==> images/clock_map.png <==
Drawn at 3 px/um.
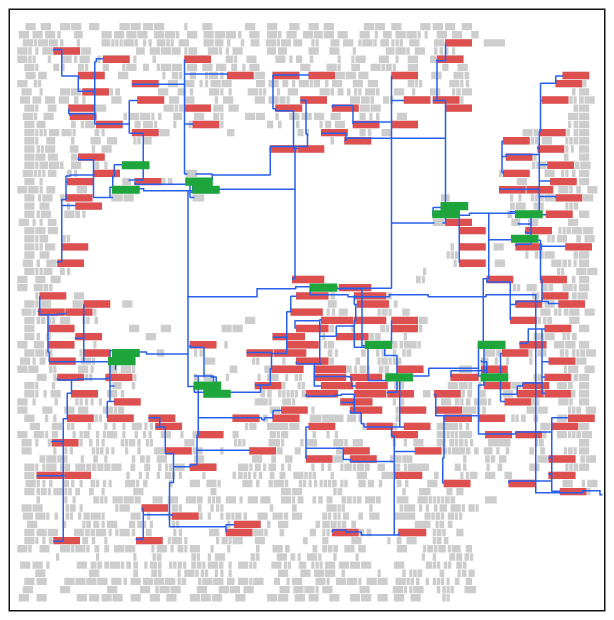
==> images/final_congestion.png <==
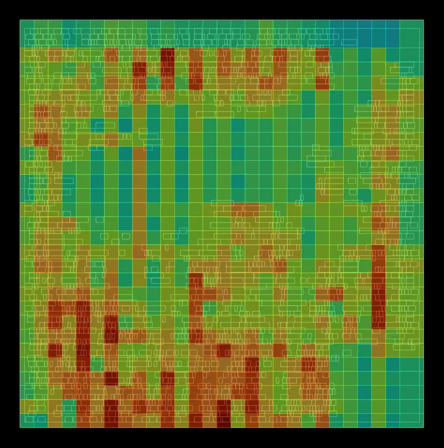
==> images/pdn.png <==
Drawn at 2 px/um. Pins as bars on the die edge.
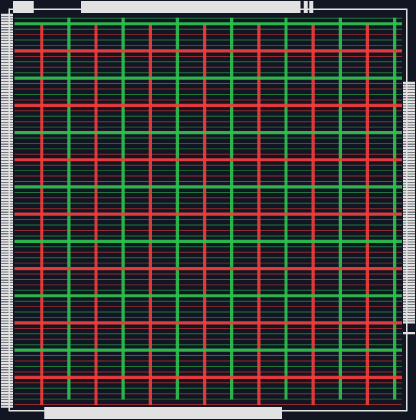
Design mod_arbiter, sky130hd; sources not shown.
==> reports/qor.log <==
[outcome] status finished, final reports clean
[clock_network] number of clock sinks seen by CTS 167
[routing] total via count in the routed design 10155
[routing] count of nets left with antenna violations after detail routing 0
[sta] Relative slew margins 43.5%
[setup_path] critical path, cell by cell ha_2 -> inv_2 -> nand2_2 -> nand2_4 -> nand2_2 -> nand2_2 -> nand3_1 -> nor2_2 -> nand2_1 -> nand2_2 -> buf_4 -> nor2_1 -> clkdlybuf4s50_1
[synth] number of enable flip-flop cells 24
[sta] total count of max-transition violations in the final report 0
[synth] area leader, netlist sky130_fd_sc_hd__dfrtp_1
[routing] violation count after the first detailed-routing iteration 577
[synth] cell with the most instances after synthesis sky130_fd_sc_hd__nand2_1
[global_routing] antenna violations before repair 4
[setup_path] Setup crit end kind primary output
[clock_network] maximum number of buffers from clock root to sink 2
[sta] setup violation total in the final timing report 0
[layout] tally of filler cells in the layout 3862
[global_routing] first-pass GRT wire length 58400 um
[layout] fraction of layout instances using a drive strength above 1 6.04%
[synth] synthesis warning total 0
[synth] XORs/XNORs by Area 0.659%
[run] OpenROAD warning count 30
[sta] Slew @ Worst Pin 0.847 ns
[setup_path] cell family contributing the most delay on the critical path simple AND/OR/NAND/NOR gates
[global_routing] number of global-route vias before repair 10278
[synth] Seq share, synth 46.2%
[setup_path] Slowest cell on crit path sky130_fd_sc_hd__dfstp_2
[routing] first drt pass iteration count 6
[routing] highest metal layer with signal wires met5
[global_routing] global routing usage on met2 32.7%
[setup_path] cell count of the worst reg-to-reg path 21
[sta] least setup slack across all paths after layout 0.244 ns
[hold_path] path class of the lowest-slack min-delay path reg2reg
[setup_path] most prevalent standard cell on the critical path sky130_fd_sc_hd__nand2_2
[synth] number of instances in the synthesized netlist 1224
[clock_network] H-tree levels 4
[synth] async set or reset register ratio after synthesis 85.6%
[setup_path] Reg2Reg Setup Slack 0.65 ns
[placed_design] hpwl dp 29700 um
[placed_design] final weighted congestion of routability-driven global placement 0.897
[layout] area used by sequential logic in the layout 4300 sq um
[setup_path] number of cells on the critical path 13
[global_routing] remaining global-route overflow 0
[synth] area fraction of the dominant cell type after synthesis 37.4%
[floorplanning] floorplan-stage core utilization 24.9%
[routing] final WL 38900 um
[global_routing] pin count of the biggest net entering global routing 144
[synth] Most used DFF post-synth sky130_fd_sc_hd__dfrtp_1
[placed_design] Cells after DPL 2182
[placed_design] Setup WS pre-CTS 0.232 ns
[layout] Total Nets Final 2068
[synth] top post-synthesis cells by area sky130_fd_sc_hd__dfrtp_1, sky130_fd_sc_hd__nand2_1, sky130_fd_sc_hd__edfxtp_1
[hold_path] number of cells on the worst hold path 2
[layout] Syn-to-layout area delta 64.9%
[sta] Setup TNS Final 0 ns
[layout] total area of multi-input combinational cells 4330 sq um
[synth] Netlist Area Pre-Place 9310 sq um
[routing] routed length on met3 3130 um
[sta] Hold Fails Final Rpt 0
[routing] detailed route wirelength on metal2 18900 um
[clock_network] post-CTS clock slew at the launch and capture registers of the worst setup and hold paths 0.08 ns
[floorplanning] die outline area 39600 sq um
[sta] unrepaired setup endpoints after global routing false
[routing] Met1 Wirelength 16000 um
[run] max-cap violation count 0
[setup_path] critical path required time 3.47 ns
[clock_network] clock tree from TritonCTS done
[routing] number of remaining DRC errors 0
[routing] ratio of routed vias to standard cells 4.58
[clock_network] hold-fix buffers at CTS 0
[setup_path] Crit path largest cell delay 0.57 ns
[setup_path] maximum net fanout on the critical path 24
[synth] post-synth area from yosys stat 9310 sq um
[sta] fmax 241 MHz
[synth] mux frac, synth 0%
[layout] fin cells 2219
[synth] adder and majority gate portion of the synthesized area 1.29%
[sta] min Tclk post-route 4.16 ns
[clock_network] TritonCTS Buffers 17
[synth] synthesized area per cell 7.61 sq um
[synth] Yosys Instances 1224
[synth] most common library cells after synthesis sky130_fd_sc_hd__nand2_1, sky130_fd_sc_hd__dfrtp_1, sky130_fd_sc_hd__nor2_1
[synth] FF+latch count, synth 167
[clock_network] clock tree root driver cell sky130_fd_sc_hd__clkbuf_16
[synth] number of distinct library cell variants in the gate-level netlist after synthesis 40
[global_routing] global-route track usage on met1 23.6%
[setup_path] critical path class reg2out
[placed_design] count of port buffers added during placement 497
[setup_path] Worst Setup Start Kind register
[sta] share of the clock period used by the worst path 94.5%
[floorplanning] number of core rows 71
[synth] Post-Synthesis Net Count 1600
[synth] Dominant combinational family simple AND/OR/NAND/NOR gates
[synth] post-synthesis share of cell area spent on and-or and or-and gates 9.95%
[setup_path] crit path buf inv count 3
[setup_path] worst path arrival time 3.23 ns
[synth] yosys simple share 34.4%
[floorplanning] number of top-level pins 498
-- clock_map.png (at the start) --
[blue] clock wires | length: 2590 um
[green] cells driving clock nets | count: 17
[red] flip-flops | count: 167
routed clock nets: 18
insertion delay at the late pin of the worst-skew pair: 0.43 ns

-- final_congestion.png (at the start) --
most crowded layer after global routing: met2
utilization of the core after routing: 41.0%
global routing usage summed across all routing layers: 19.4%
routed len/inst: 17.6 um
grt met3 use: 6.15%

-- pdn.png (at the start) --
[red] VSS
[green] VDD
rows: 71
signal pins: 498
DIE WIDTH: 198 um
Placeable Area: 37400 sq um

[area by class of cell]
type,instances,share of cell area [%]
multi-input cells,903,28.2
repair buffers,521,33.9
inverters,82,2.06
well taps,511,4.16
diodes,3,0.0489
flip-flops and latches,167,28.0
clock buffers,18,2.80
clock inverters,14,0.766
[timing repair]
action,in CTS,in global routing
buffers inserted,0,2
endpoints found under the setup margin,1,3
resized,1,1
[layout by cell type, fill, tap and decap left out, types with 4 or more instances in the layout]
cell and n:
sky130_fd_sc_hd__nand3_1 111, sky130_fd_sc_hd__clkdlybuf4s50_1 496, sky130_fd_sc_hd__inv_2 6, sky130_fd_sc_hd__dfstp_2 4, sky130_fd_sc_hd__o21ai_0 38, sky130_fd_sc_hd__nand2_2 10
sky130_fd_sc_hd__nand2_1 442, sky130_fd_sc_hd__buf_12 4, sky130_fd_sc_hd__dfrtp_1 139, sky130_fd_sc_hd__nand3b_1 4, sky130_fd_sc_hd__nand3_2 9, sky130_fd_sc_hd__inv_1 72
sky130_fd_sc_hd__o21bai_1 4, sky130_fd_sc_hd__inv_6 4, sky130_fd_sc_hd__edfxtp_1 24, sky130_fd_sc_hd__buf_4 20, sky130_fd_sc_hd__nor2_1 127, sky130_fd_sc_hd__a21oi_1 8
sky130_fd_sc_hd__ha_1 7, sky130_fd_sc_hd__xor2_1 6, sky130_fd_sc_hd__nor2_4 6, sky130_fd_sc_hd__nand4_1 24, sky130_fd_sc_hd__inv_8 4, sky130_fd_sc_hd__o22ai_1 5
sky130_fd_sc_hd__a221oi_1 40, sky130_fd_sc_hd__clkbuf_16 17, sky130_fd_sc_hd__a31oi_1 40
[per-stage QoR]
step                hold WS, ns  cell area (sq um)
floorplan                 0.433               9310
global placement          0.411              14800
detailed placement        0.415              14800
CTS                       0.433              15300
global route              0.447              15300
finish                    0.427              15400
